==> run_1/flops_by_reg.png <==
Scale bar: 20 µm. Other sequential cells in the stronger grey, the rest of the logic in the fainter grey.
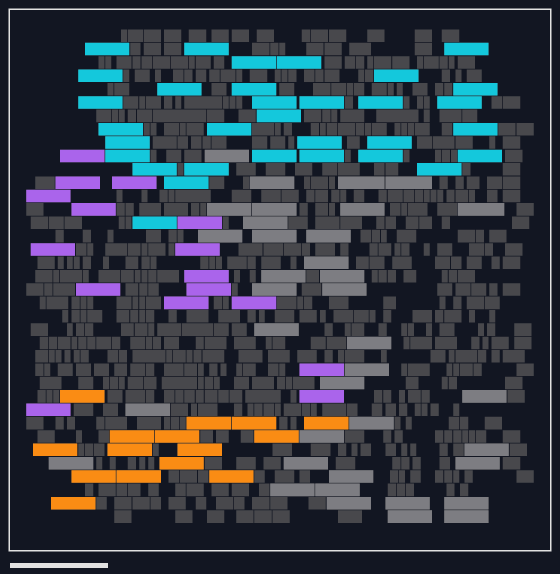
==> run_1/wires.png <==
Two of the layers only.
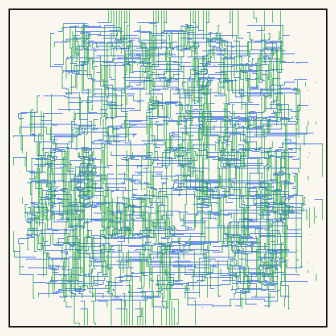
==> run_1/clocks.png <==
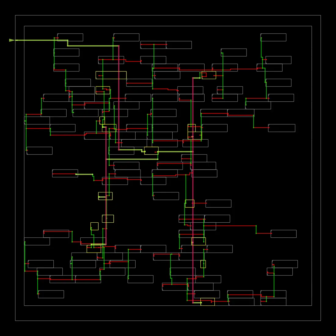
==> config.mk <==
export PLATFORM = sky130hd
export DESIGN_NAME = subleq_core_param_flat
export DESIGN_NICKNAME = d
export VERILOG_FILES = /design/src/rtl/subleq_core_param_if.sv /design/src/rtl/subleq_core_param.sv /design/src/flat_wrapper.sv
export SDC_FILE = /design/constraint.sdc
export NUM_CORES = 1
export LEC_CHECK = 0
export CAP_MARGIN = 20
export CORE_MARGIN = 3
export CORE_UTILIZATION = 55
export CTS_CLUSTER_SIZE = 14
export DETAILED_ROUTE_END_ITERATION = 16
export PLACE_DENSITY = 0.81
export SETUP_SLACK_MARGIN = 0.4
export SYNTH_ARGS = -nofsm -noshare
export SYNTH_HDL_FRONTEND = slang
export SYNTH_SLANG_ARGS = --single-unit
==> constraint.sdc <==
create_clock -name clk -period 3.5 [get_ports clk]
set_input_delay 0.35 -clock clk [delete_from_list [all_inputs] [get_ports clk]]
set_output_delay 0.35 -clock clk [all_outputs]
set_load 0.02 [all_outputs]
==> Changelog: implementation, run 1 <==
### Metrics

* Logic depth of the worst register-to-register path at 10
* Count of plain and timing-repair buffers in the layout at 102
* Largest non-sequential cell family by area: simple AND/OR/NAND/NOR gates
* Met3 layer wire length in the routed design at 679 µm
* Maximum count of clock buffers along a single path at 2
* Area fraction in compound gates after synthesis at 0.153
* Final Cycle Share at 0.834
* Smallest hold slack at 0.309 ns
* Busiest metal layer after global routing: met2
* Clock transition at the register clock pins on the worst setup and hold paths after CTS at 0.11 ns
* Boundary pin count at 90
* Arrival @ worst endpoint at 2.57 ns
* Post-Route M1 WL at 6.25 mm
* Cts-stage hold buffer count at 0
* Met2 capacity usage during global routing at 0.438
* Cell area power density at 777 nW/µm²
* Power in combinational cells at 0.00294 W
* IO Port Bufs at 89
* Synthesized area per cell at 9.08 µm²
* Via count of the first global-routing pass at 4956
* Critical Path Slowest Stage Cell: sky130_fd_sc_hd__clkdlybuf4s50_1
* Synth Cell Area at 5940 µm²
* Fraction of layout cells with a size suffix above 1 at 0.118
* Cell count in the Yosys report at 655
* Status: finished, final reports clean
* Async set-reset flop share out of synthesis at 1.00
* Post-route cell area at 7190 µm²
* Number of synthesized flops with an enable pin at 0
* Startpoint type of the worst setup path: flip-flop
* Largest area class, layout: multi-input combinational cells
* CTS tree: done
* Leakage power summed over all cells at 3.14 nW
## Picture notes: flops_by_reg.png
[purple] `u_core.val_a` | sequential cells: 16
[orange] `u_core.diff` | sequential cells: 15
[cyan] `u_core.instr_count` | sequential cells: 32 | where: a band across the top
power consumed by sequential cells: 0.00188 W
Reg area: 2510 µm²
share of cell area taken by flip-flops and latches: 0.349
final core utilization: 0.690

## Picture notes: wires.png
[blue] metal 1 | wire length: 6250 µm
[green] metal 2 | wire length: 7510 µm
WL per Instance: 17.0 µm
via total after detailed routing: 5088
gr usage total: 0.257

## Picture notes: clocks.png
worst clock skew on the final layout: 0.0120 ns
clock buf count: 9

==> run_1/io_fan.png <==
Scale bar: 20 µm.
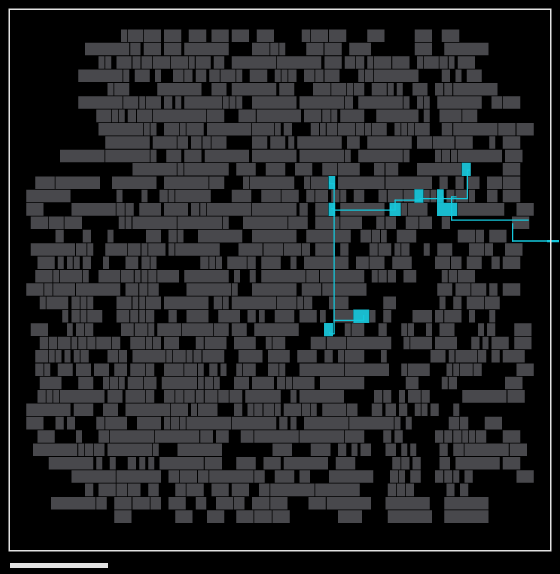

==> run 2: changes to the inputs <==
--- a/config.mk
+++ b/config.mk
@@ -7,10 +7,10 @@
 export LEC_CHECK = 0
 export CAP_MARGIN = 20
 export CORE_MARGIN = 3
-export CORE_UTILIZATION = 55
+export CORE_UTILIZATION = 50
 export CTS_CLUSTER_SIZE = 14
 export DETAILED_ROUTE_END_ITERATION = 16
-export PLACE_DENSITY = 0.81
+export PLACE_DENSITY = 0.78
 export SETUP_SLACK_MARGIN = 0.4
 export SYNTH_ARGS = -nofsm -noshare
 export SYNTH_HDL_FRONTEND = slang
==> constraint.sdc (replaced) <==
create_clock -name clk -period 2.3 [get_ports clk]
set_input_delay 0.23 -clock clk [delete_from_list [all_inputs] [get_ports clk]]
set_output_delay 0.23 -clock clk [all_outputs]
set_load 0.02 [all_outputs]
==> run_2/io_fan.png <==
Scale bar: 20 µm.
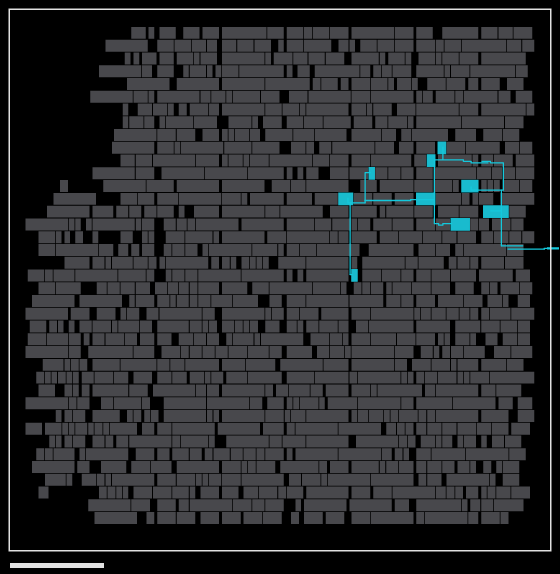
[cyan] `mem_mem_ack` | direction: input | edge: east | end cells: 9 | buffers: 2 | wire: 122 µm
boundary pin count: 90
IO Port Bufs: 89

==> run 2 against run 1 <==
  * The run now ends with negative setup slack left
  * Cell area rose by 37%
  * Die size rose by 9.4%
  * Cell count rose by 18%
  * Sequential cell count did not move
  * Power rose by 140%
  * Register-to-register slack got worse by 1.2 ns
  * Largest cell class unchanged
  * Largest power group unchanged
  * Highest routed layer unchanged
==> Changelog: implementation, run 2 <==
### Metrics

* Met2 capacity usage during global routing at 0.537 (+0.0998)
* Cell area power density at 1340 nW/µm² (+73%)
* Via count of the first global-routing pass at 6336 (+28%)
* Fraction of layout cells with a size suffix above 1 at 0.479 (+0.361)
* Worst Setup Slack, final at -0.433 ns
* Final Cycle Share at 1.19
* Share of cell area taken by flip-flops and latches at 0.256 (-0.0927)
* Maximum count of clock buffers along a single path at 2 (unchanged)
* Cell count in the Yosys report at 655 (unchanged)
* Startpoint type of the worst setup path: flip-flop
* WL per Instance at 24.9 µm (+47%)
* Post-route cell area at 9840 µm² (+37%)
* Clock transition at the register clock pins on the worst setup and hold paths after CTS at 0.08 ns (-0.03 ns)
* Reg area at 2520 µm² (+0.50%)
* Busiest metal layer after global routing: met2
* Synth Cell Area at 5940 µm² (unchanged)
* Count of plain and timing-repair buffers in the layout at 250 (+150%)
* Worst clock skew on the final layout at 0.0172 ns (+0.00519 ns)
* Number of synthesized flops with an enable pin at 0 (unchanged)
* Power consumed by sequential cells at 0.00292 W (+55%)
* Logic depth of the worst register-to-register path at 11 (+1)
* Setup violation total in the final timing report at 65
* Smallest hold slack at 0.214 ns (-0.0951 ns)
* Status: finished with violations
* Largest area class, layout: multi-input combinational cells
* Leakage power summed over all cells at 4.33 nW (+38%)
* Gr usage total at 0.311 (+0.0541)
* CTS tree: done
* Async set-reset flop share out of synthesis at 1.00 (unchanged)
* Cts-stage hold buffer count at 0 (unchanged)
* Violations in the final reports: negative setup slack
* Largest non-sequential cell family by area: simple AND/OR/NAND/NOR gates
* Via total after detailed routing at 6677 (+31%)
==> run_2/detail.png <==
Region (9, 66) to (49, 106) µm. Cells in grey, sequential cells in the stronger grey; small squares are vias.
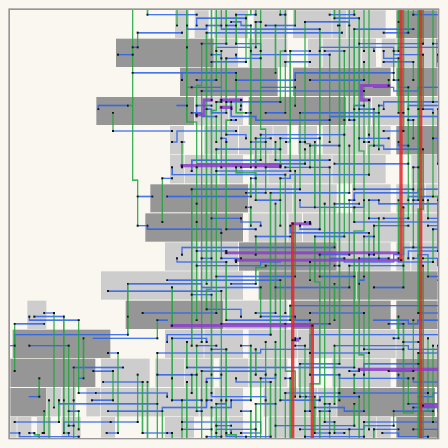
[green] metal 2
[blue] metal 1
[purple] metal 3
[red] metal 4
cells with their middle in the window: 97
most frequent: nor2_1 (16), dfrtp_1 (15), xor2_1 (7)
sequential cells in the window: 15

Power and IR drop assume default switching activity.
